### src/rtl/seg7_scan_decoder.sv
// Snoops a multiplexed active-low 7-segment bus and rebuilds NDIG hex digits.
// Optional SEG7DEC_STICKY_ERR_EN: err_out accumulates until err_clr or rst.
module seg7_scan_decoder #(
  parameter int NDIG          = 4,
  parameter int STABLE_CYCLES = 3
) (
  input  logic              clk,
  input  logic              rst,
  input  logic              EN,
  input  logic [6:0]        seg_in,
  input  logic [NDIG-1:0]   dig_sel,
`ifdef SEG7DEC_STICKY_ERR_EN
  input  logic              err_clr,
`endif
  output logic [4*NDIG-1:0] hex_out,
  output logic [NDIG-1:0]   blank_out,
  output logic [NDIG-1:0]   err_out,
  output logic              frame_valid,
  output logic              sel_err
);

  localparam int CW = (STABLE_CYCLES > 1) ? $clog2(STABLE_CYCLES) : 1;
  localparam int IW = (NDIG > 1) ? $clog2(NDIG) : 1;
  localparam logic [CW-1:0] LAST = CW'(STABLE_CYCLES - 1);

  typedef enum logic [1:0] {
    IDLE,
    SETTLE,
    HOLD
  } state_t;

  state_t state, state_n;

  logic [6:0]      seg_s1, seg_s2, seg_p;
  logic [NDIG-1:0] sel_s1, sel_s2, sel_p;
  logic            multi_q;

  logic [CW-1:0]   cnt, cnt_n;
  logic            cap;
  logic [NDIG-1:0] seen;
  logic            pend;

  logic [3:0]      sh_hex [NDIG];
  logic [NDIG-1:0] sh_blank, sh_err;

  logic [3:0]      nz;
  logic [IW-1:0]   idx;
  logic            onehot, multi, same;
  logic [5:0]      dec;

  // Result packing: {blank, err, hex}
  function automatic logic [5:0] decode(input logic [6:0] p);
    logic [5:0] r;
    case (p)
      7'h40:   r = {2'b00, 4'h0};
      7'h79:   r = {2'b00, 4'h1};
      7'h24:   r = {2'b00, 4'h2};
      7'h30:   r = {2'b00, 4'h3};
      7'h32:   r = {2'b00, 4'h4};
      7'h19:   r = {2'b00, 4'h4};
      7'h12:   r = {2'b00, 4'h5};
      7'h02:   r = {2'b00, 4'h6};
      7'h78:   r = {2'b00, 4'h7};
      7'h00:   r = {2'b00, 4'h8};
      7'h18:   r = {2'b00, 4'h9};
      7'h10:   r = {2'b00, 4'h9};
      7'h08:   r = {2'b00, 4'hA};
      7'h03:   r = {2'b00, 4'hB};
      7'h27:   r = {2'b00, 4'hC};
      7'h21:   r = {2'b00, 4'hD};
      7'h06:   r = {2'b00, 4'hE};
      7'h0E:   r = {2'b00, 4'hF};
      7'h7F:   r = {2'b10, 4'h0};
      default: r = {2'b01, 4'h0};
    endcase
    return r;
  endfunction

  always_comb begin
    nz  = '0;
    idx = '0;
    for (int i = 0; i < NDIG; i++) begin
      if (!sel_s2[i]) begin
        nz  = nz + 4'd1;
        idx = IW'(i);
      end
    end
  end

  // All-zero select falls into multi along with any multi-hot pattern
  assign onehot = (nz == 4'd1);
  assign multi  = (nz > 4'd1);
  assign same   = ({seg_s2, sel_s2} == {seg_p, sel_p});
  assign dec    = decode(seg_s2);

  always_comb begin
    state_n = state;
    cnt_n   = cnt;
    cap     = 1'b0;
    if (!EN || !onehot) begin
      state_n = IDLE;
      cnt_n   = '0;
    end else begin
      unique case (state)
        IDLE: begin
          cnt_n   = '0;
          cap     = (cnt_n == LAST);
          state_n = cap ? HOLD : SETTLE;
        end
        SETTLE: begin
          cnt_n   = same ? cnt + CW'(1) : '0;
          cap     = (cnt_n == LAST);
          state_n = cap ? HOLD : SETTLE;
        end
        HOLD: begin
          if (!same) begin
            cnt_n   = '0;
            cap     = (cnt_n == LAST);
            state_n = cap ? HOLD : SETTLE;
          end
        end
        default: state_n = IDLE;
      endcase
    end
  end

  always_ff @(posedge clk) begin
    if (rst) begin
      seg_s1      <= '1;
      seg_s2      <= '1;
      seg_p       <= '1;
      sel_s1      <= '1;
      sel_s2      <= '1;
      sel_p       <= '1;
      multi_q     <= 1'b0;
      state       <= IDLE;
      cnt         <= '0;
      seen        <= '0;
      pend        <= 1'b0;
      sh_blank    <= '0;
      sh_err      <= '0;
      for (int i = 0; i < NDIG; i++) sh_hex[i] <= '0;
      hex_out     <= '0;
      blank_out   <= '1;
      err_out     <= '0;
      frame_valid <= 1'b0;
      sel_err     <= 1'b0;
    end else begin
      seg_s1      <= seg_in;
      seg_s2      <= seg_s1;
      seg_p       <= seg_s2;
      sel_s1      <= dig_sel;
      sel_s2      <= sel_s1;
      sel_p       <= sel_s2;
      multi_q     <= multi;
      state       <= state_n;
      cnt         <= cnt_n;
      sel_err     <= EN && multi && !multi_q;
      frame_valid <= pend;
      pend        <= 1'b0;

      if (!EN) begin
        seen <= '0;
      end else if (cap) begin
        sh_hex[idx]   <= dec[3:0];
        sh_blank[idx] <= dec[5];
        sh_err[idx]   <= dec[4];
        if ((seen | ~sel_s2) == '1) begin
          seen <= '0;
          pend <= 1'b1;
        end else begin
          seen <= seen | ~sel_s2;
        end
      end

      if (pend) begin
        for (int i = 0; i < NDIG; i++) hex_out[4*i +: 4] <= sh_hex[i];
        blank_out <= sh_blank;
`ifdef SEG7DEC_STICKY_ERR_EN
        err_out   <= err_out | sh_err;
`else
        err_out   <= sh_err;
`endif
      end
`ifdef SEG7DEC_STICKY_ERR_EN
      // Clear takes priority over a frame load in the same cycle
      if (err_clr) err_out <= '0;
`endif
    end
  end

endmodule

### config.mk
export PLATFORM = sky130hd
export DESIGN_NAME = seg7_scan_decoder
export DESIGN_NICKNAME = d
export VERILOG_FILES = /design/src/rtl/seg7_scan_decoder.sv
export SDC_FILE = /design/constraint.sdc
export NUM_CORES = 1
export LEC_CHECK = 0
export CAP_MARGIN = 40
export CELL_PAD_IN_SITES_DETAIL_PLACEMENT = 1
export CELL_PAD_IN_SITES_GLOBAL_PLACEMENT = 1
export CORE_MARGIN = 1.5
export CORE_UTILIZATION = 49
export CTS_BUF_LIST = sky130_fd_sc_hd__clkbuf_4 sky130_fd_sc_hd__clkbuf_8
export DETAILED_ROUTE_END_ITERATION = 8
export PLACE_DENSITY_LB_ADDON = 0.1
export SYNTH_ARGS = -nofsm -noshare
export SYNTH_HDL_FRONTEND = slang
export SYNTH_SLANG_ARGS = --single-unit
### constraint.sdc
create_clock -name clk -period 5.15 [get_ports clk]
set_input_delay 1.03 -clock clk [delete_from_list [all_inputs] [get_ports clk]]
set_output_delay 1.03 -clock clk [all_outputs]
set_load 0.05 [all_outputs]
==> flow_metrics.py, run 1 <==
# Synthesis and PnR figures
metrics = {
    "sta": {
        "relSlewSlack_pct": 49.6,
        "finalSetupTns_ns": 0,
        "fin_ws_ns": 1.68,
        "max_freq_ghz": 0.288,
        "min_period_ns": 3.47,
        "finalHoldViolCount": 0,
        "finalClockPeriodUsage_pct": 67.3,
        "slew_violations": 0,
        "clock_skew_ns": 0.0119,
        "worstMarginPinSlew_ns": 0.745,
        "setup_viol": 0,
        "grt_setup_unrepaired": "no",
    },
    "synth": {
        "logic_family": "simple AND/OR/NAND/NOR gates",
        "ys_area_sq_um": 3830,
        "yosys_warnings": 0,
        "syn_area_sq_um": 3830,
        "adder_share_pct": 0.979,
        "seq_area_frac_synth_pct": 52.7,
        "syn_avg_cell_area_sq_um": 9.99,
        "flop_cell": "dfxtp_1",
        "largest_area_cell": "dfxtp_1",
        "ys_sh_xor_pct": 3.43,
        "postSynthCellCount": 384,
        "synthArstFlopShare_pct": 0,
        "synth.area.top_cells": "dfxtp_1 40%, edfxtp_1 13%, or2_2 5.9%",
        "yosys.cell_types.count": 51,
        "ys_sh_aoi_pct": 9.82,
        "synth_top_area_share_pct": 40.2,
        "syn_nets": 401,
        "mux_share_pct": 5.74,
        "ys_sh_simple_pct": 23.2,
        "edf_count": 16,
        "ys_cells": 384,
        "ys.flops": 93,
    },
    "worst_setup_path": {
        "crit_buf_inv": 1,
        "cp_slowest_cell": "o21bai_1",
        "crit_family": "AND-OR/OR-AND gates",
        "critPathKind": "register to register",
        "path_cells": "inv_1 -> ha_1 -> xnor2_1 -> ha_1 -> xnor2_1 -> nand3_1 -> a311oi_4 -> nand4_2 -> o21bai_1 -> a2bb2o_1",
        "crit_arrival_ns": 3.72,
        "max_stage_delay_ns": 0.56,
        "crit_path_end_kind": "register",
        "crit_fanout": 14,
        "cp-start-kind": "register",
        "cp.required_ns": 5.40,
    },
    "floorplanning": {
        "core-area_sq_um": 7650,
        "fp-utilization_pct": 50.1,
        "rows": 32,
        "die_h_um": 91.5,
        "pin_count": 40,
        "fp.dieArea_sq_um": 8370,
        "die_width_um": 91.5,
    },
    "status": {
        "status": "finished, final reports clean",
    },
    "detailed_routing": {
        "avgRoutedWirePerCell_um": 15.2,
        "wl_mm": 7.85,
        "via_count": 2758,
        "drt_iter0_drc": 70,
        "drtAntennaViolNets": 0,
        "first_pass_iters": 4,
        "routed_via_density": 5.32,
        "remaining_drc_errors": 0,
    },
    "finish": {
        "layout-drive-gt1-share_pct": 15.1,
        "final_common_cell": "dfxtp_1",
        "num_antenna_cells": 0,
        "syn_to_final_growth_pct": 16.4,
        "stdcell_count": 518,
        "layout_top_cells": "77 x dfxtp_1, 53 x nor2_1, 38 x clkdlybuf4s50_1",
        "num-fill-cells": 853,
        "finalNetCount": 428,
    },
    "global_route": {
        "antenna_found_initial": 0,
        "overflow": 0,
        "grt_pass1_wl_mm": 13.2,
        "grt_start_max_net_pins": 47,
        "grtUsageTotal_pct": 20.0,
        "grt_pass1_vias": 2763,
    },
    "clock_tree": {
        "numCtsBuffers": 9,
        "cts.repair.resized": 0,
        "htreeDepth": 3,
        "clockBufferDepth": 2,
        "cts_tree": "yes",
        "postCtsHoldBufs": 0,
        "clock_latency_ns": 0.36,
        "cts_setup_buffers": 0,
        "clock-sinks": 93,
        "clk_pin_slew_ns": 0.09,
        "clock-root-buffer": "clkbuf_8",
    },
    "power": {
        "pwr-share-clk_pct": 37.4,
        "p_per_area_nw_per_um2": 301,
        "p_sw_share_pct": 23.5,
        "switching_power_mw": 0.316,
        "seqPwrFrac_pct": 57.3,
        "ir_drop_v": 0.000166,
        "comb_power_share_pct": 5.3,
        "internal_power_mw": 1.03,
        "p_leak_nw": 1.62,
    },
    "placed_design": {
        "portBuffers": 39,
        "dp_slack_ns": 1.77,
        "dp_hpwl_mm": 5.47,
        "place_congestion": 0.790,
        "placed_cells": 502,
    },
    "worst_hold_path": {
        "min_path_type": "register to register",
    },
    "flow_run": {
        "warning_count": 27,
        "maxCapViolations": 0,
    },
}
==> run 1: layer usage <==
layer / part of all wire (%) / routed length (um) / GRT usage (%)
met5: 0 / 0 / 0
met4: 2.0 / 156 / 8.59
met3: 2.7 / 211 / 3.02
met2: 48 / 3780 / 33.8
met1: 47 / 3700 / 25.3
==> run 1: Yosys cell counts (8+ instances only) <==
| master | instances |
|---|---|
| clkbuf_1 | 16 |
| xnor2_1 | 15 |
| dfxtp_1 | 77 |
| o21ai_0 | 10 |
| edfxtp_1 | 16 |
| a21oi_1 | 12 |
| inv_1 | 12 |
| buf_2 | 8 |
| nor2_1 | 53 |
| nand4_1 | 10 |
| mux2i_1 | 22 |
| or2_2 | 36 |
| nor2b_1 | 10 |
==> run 1: stage by stage <==
stage	hold slack [ns]	area [sq um]	utilization [%]	power [mW]
floorplan	0.376	3830	-	0.835
global placement	0.384	4250	55.6	0.856
detailed placement	0.393	4260	55.7	0.859
CTS	0.409	4460	58.4	1.36
global route	0.409	4460	58.4	1.39
finish	0.402	4460	58.4	1.35
==> run 1: cell type report <==
class	count	area [sq um]	area share (%)
flip-flops and latches	93	2020	45.3
well taps	102	128	2.86
clock buffers	10	138	3.08
repair buffers	42	405	9.08
multi-input cells	253	1660	37.1
inverters	12	45.0	1.01
clock inverters	6	68.8	1.54
==> run 1: registers in the layout, indices dropped and copies added, names as in the netlist <==
register / cells
hex_out: 16
sel_s1: 4
blank_out: 4
err_out: 4
sh_blank: 4
sh_hex: 16
pend: 1
sel_s2: 4
multi_q: 1
seg_s2: 7
state: 2
seg_p: 7
seg_s1: 7
seen: 4
sel_err: 1
sel_p: 4
sh_err: 4
frame_valid: 1
cnt: 2
==> run 1: final timing paths <==
kind                                 from          end  slack [ns]  depth (start not counted)
worst min register to register    multi_q      sel_err        0.40                          1
worst max-delay path            sel_s2[1]  sh_blank[0]        1.68                         10
worst min-delay path              multi_q      sel_err        0.40                          1
worst max register to register  sel_s2[1]  sh_blank[0]        1.68                         10
==> run 1: worst register-to-register path, cell delays in order (launching register included) <==
cell and delay (ns):
dfxtp_1 0.45, inv_1 0.12, ha_1 0.37, xnor2_1 0.16, ha_1 0.25, xnor2_1 0.18, nand3_1 0.16, a311oi_4 0.41
nand4_2 0.37, o21bai_1 0.57, a2bb2o_1 0.32
==> run 1: power by group through the flow <==
stage               Sequential, mW  Clock, mW  Combinational [mW]
finish                       0.771      0.503              0.0713
global route                 0.773      0.540              0.0798
CTS                          0.771      0.518              0.0723
detailed placement           0.788          0              0.0719
global placement             0.787          0              0.0694
floorplan                    0.776          0              0.0591
==> run 1: kinds of logic after synthesis <==
family                     Yosys count
and+or+nand+nor                    160
DFF                                 93
AOI/OAI and AO/OA                   53
buffers and inverters               38
muxes                               22
xor gates and xnor gates            15
adders and majority gates            3
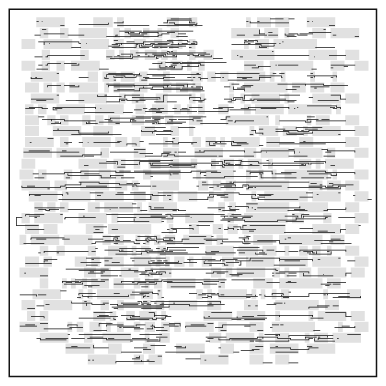
Run 1: met1 routing
(4 px per um) Cells faint in the background.
share of all routed wire = 47%
longest straight run = 31.3 um

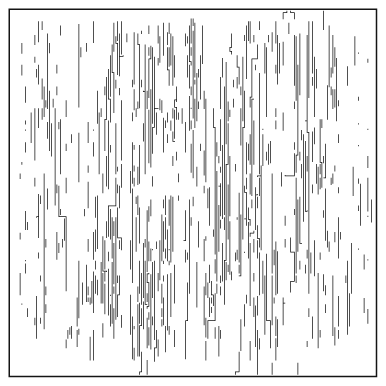
Run 1: M2 wires
(4 px per um)
wire length on this layer = 3780 um
nets with wire on the layer = 382
longest straight run = 40.3 um
main direction = vertical

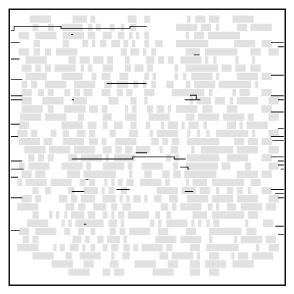
Run 1: the metal 3 layer
(3 px per um) Cells faint in the background.
wire length on this layer = 212 um
share of all routed wire = 2.7%

Run 1, track usage over the die:
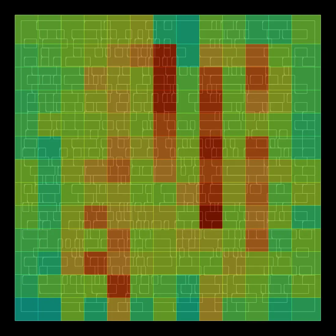

## Run 2: what changed since run 1
--- a/config.mk
+++ b/config.mk
@@ -9,7 +9,7 @@
 export CELL_PAD_IN_SITES_DETAIL_PLACEMENT = 1
 export CELL_PAD_IN_SITES_GLOBAL_PLACEMENT = 1
 export CORE_MARGIN = 1.5
-export CORE_UTILIZATION = 49
+export CORE_UTILIZATION = 46
 export CTS_BUF_LIST = sky130_fd_sc_hd__clkbuf_4 sky130_fd_sc_hd__clkbuf_8
 export DETAILED_ROUTE_END_ITERATION = 8
 export PLACE_DENSITY_LB_ADDON = 0.1
==> constraint.sdc (replaced) <==
create_clock -name clk -period 3.2 [get_ports clk]
set_input_delay 0.64 -clock clk [delete_from_list [all_inputs] [get_ports clk]]
set_output_delay 0.64 -clock clk [all_outputs]
set_load 0.05 [all_outputs]
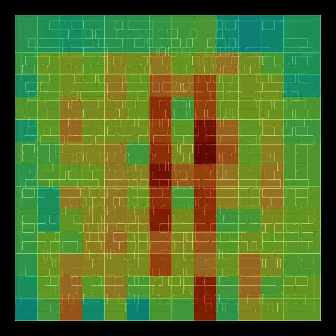
Run 2: track usage over the die
total track usage: 21.6%
Final Util: 56.7%
routed wire length per instance: 16.8 um
met3 Track Usage GR: 4.61%
GRT busiest layer: met2

==> run 2 against run 1 <==
  * Hold slack better by 0.0011 ns
  * Clock-buffer cell count down 1
  * Critical path depth unchanged
  * Largest power group unchanged
==> flow_metrics.py, run 2 <==
# Synthesis and PnR figures
metrics = {
    "status": {
        "status": "finished, final reports clean",
    },
    "global_route": {
        "overflow": 0,
        "grt_pass1_vias": 2923,
        "antenna_found_initial": 0,
        "grt_pass1_wl_mm": 14.6,
        "grt_start_max_net_pins": 42,
    },
    "detailed_routing": {
        "first_pass_iters": 5,
        "drt_iter0_drc": 134,
        "via_count": 2885,
        "remaining_drc_errors": 0,
        "routed_via_density": 5.42,
        "wl_mm": 8.92,
        "drtAntennaViolNets": 0,
    },
    "sta": {
        "setup_viol": 0,
        "finalClockPeriodUsage_pct": 93.5,
        "min_period_ns": 2.99,
        "max_freq_ghz": 0.334,
        "finalHoldViolCount": 0,
        "slew_violations": 0,
        "holdWs_ns": 0.404,
        "relSlewSlack_pct": 50.4,
        "worstMarginPinSlew_ns": 0.743,
        "clock_skew_ns": 0.00737,
    },
    "synth": {
        "synthArstFlopShare_pct": 0,
        "syn_nets": 401,
        "yosys_warnings": 0,
        "ys.flops": 93,
        "syn_avg_cell_area_sq_um": 9.99,
        "yosys.cell_types.count": 51,
        "edf_count": 16,
        "top_cells_by_count": "77 x dfxtp_1, 53 x nor2_1, 36 x or2_2, 22 x mux2i_1",
        "seq_area_frac_synth_pct": 52.7,
        "synth_top_area_share_pct": 40.2,
        "syn_area_sq_um": 3830,
        "postSynthCellCount": 384,
        "largest_area_cell": "dfxtp_1",
        "ys_area_sq_um": 3830,
        "ys_cells": 384,
        "synthMostInstantiatedCell": "dfxtp_1",
        "synth.area.top_cells": "dfxtp_1 40%, edfxtp_1 13%, or2_2 5.9%",
    },
    "clock_tree": {
        "postCtsHoldBufs": 0,
        "clk_pin_slew_ns": 0.10,
        "clock-sinks": 93,
        "htreeDepth": 3,
        "clockBufferDepth": 2,
        "cts_tree": "yes",
        "clock_latency_ns": 0.37,
        "clock-root-buffer": "clkbuf_8",
    },
    "floorplanning": {
        "die_width_um": 94.3,
        "fp.dieArea_sq_um": 8890,
        "rows": 33,
        "pin_count": 40,
        "fp-utilization_pct": 47.1,
        "core-area_sq_um": 8130,
        "die_h_um": 94.3,
    },
    "finish": {
        "layout-drive-gt1-share_pct": 17.8,
        "num_antenna_cells": 0,
        "reg.largest.list": "hex_out (16), sh_hex (16)",
        "syn_to_final_growth_pct": 20.4,
        "final_common_cell": "dfxtp_1",
        "finalNetCount": 439,
        "layout_top_cells": "77 x dfxtp_1, 53 x nor2_1, 38 x clkdlybuf4s50_1",
    },
    "worst_hold_path": {
        "min_path_type": "register to register",
    },
    "power": {
        "p_per_area_nw_per_um2": 511,
        "total_power_mw": 2.36,
        "p_leak_nw": 1.69,
        "ir_drop_v": 0.000371,
    },
    "flow_run": {
        "maxCapViolations": 0,
        "warning_count": 27,
    },
    "worst_setup_path": {
        "critPathKind": "register to register",
        "crit_path_end_kind": "register",
        "cp-start-kind": "register",
        "crit_fanout": 11,
        "crit_arrival_ns": 3.29,
        "cp.required_ns": 3.50,
    },
    "placed_design": {
        "dp_hpwl_mm": 5.98,
        "place_congestion": 0.734,
        "portBuffers": 39,
    },
}
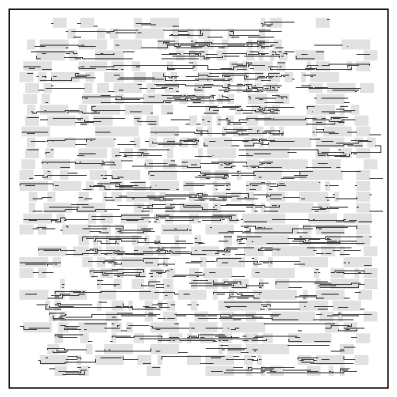
Run 2: met1 routing
(4 px per um) Cells faint in the background.
longest straight run = 26.7 um
main direction = horizontal

[run 2: path summary, 6_finish.rpt]
| kind | from | endpoint | slack (ns) | cells after the start |
|---|---|---|---|---|
| worst min register to register | multi_q | sel_err | 0.40 | 1 |
| worst min-delay path | multi_q | sel_err | 0.40 | 1 |
| worst max-delay path | sel_s2[0] | sh_blank[2] | 0.21 | 10 |
| worst max register to register | sel_s2[0] | sh_blank[2] | 0.21 | 10 |
[run 2: layer usage]
layer	part of all wire (%)	GRT usage, %	wire [um]	up-vias
li1	-	-	-	1398
met1	43	25.2	3820	1403
met2	52	39.6	4660	73
met3	3.6	4.61	319	11
met4	1.3	6.59	119	0
met5	0	0	0	-
[run 2: worst max-delay path, stage by stage, from the launching register on]
cell and delay, ns:
dfxtp_1 0.42, inv_1 0.08, ha_1 0.38, xnor2_1 0.16, ha_1 0.24, xnor2_1 0.19
nand3_1 0.14, a311oi_4 0.40, nand4_4 0.25, or4_1 0.52, a21oi_1 0.15
[run 2: cells by family after synthesis]
group           share of synthesized area, %
xor+xnor                                3.43
compound gates                          9.82
mux                                     5.74
flops                                   52.7
fa+ha+maj                              0.979
simple gates                            23.2
buf+inv                                 4.08
[run 2: layout make-up]
type                       count  area (sq um)
fill                         905          3520
sequential                    93          2020
multi-input combinational    253          1670
timing repair buffer          53           490
tap                          105           131
clock inverter                 7           130
clock buffer                   9           124
inverter                      12          45.0
[run 2: metrics by stage]
stage / util, % / instances / area (sq um) / setup TNS (ns) / setup WS, ns
after CTS: 56.2 / 528 / 4570 / 0 / 0.00229
final: 56.7 / 532 / 4620 / 0 / 0.209
after global placement: 53.1 / 512 / 4320 / 0 / 0.280
after global routing: 56.7 / 532 / 4620 / -0.000382 / -0.000382
after detailed placement: 53.1 / 512 / 4320 / 0 / 0.0715
after floorplan: - / 384 / 3830 / 0 / 0.407
[run 2: report_power, final]
part | switching (mW) | internal [mW]
Sequential | 0.0268 | 1.21
Combinational | 0.0678 | 0.0624
Clock | 0.457 | 0.534
Total | 0.552 | 1.81
[run 2: what timing repair did]
item,in CTS,in global routing
setup buffers,0,4
hold endpoints to repair,0,0
resized,0,3
setup endpoints to repair,0,29
Power is estimated from default activity; no workload was simulated.
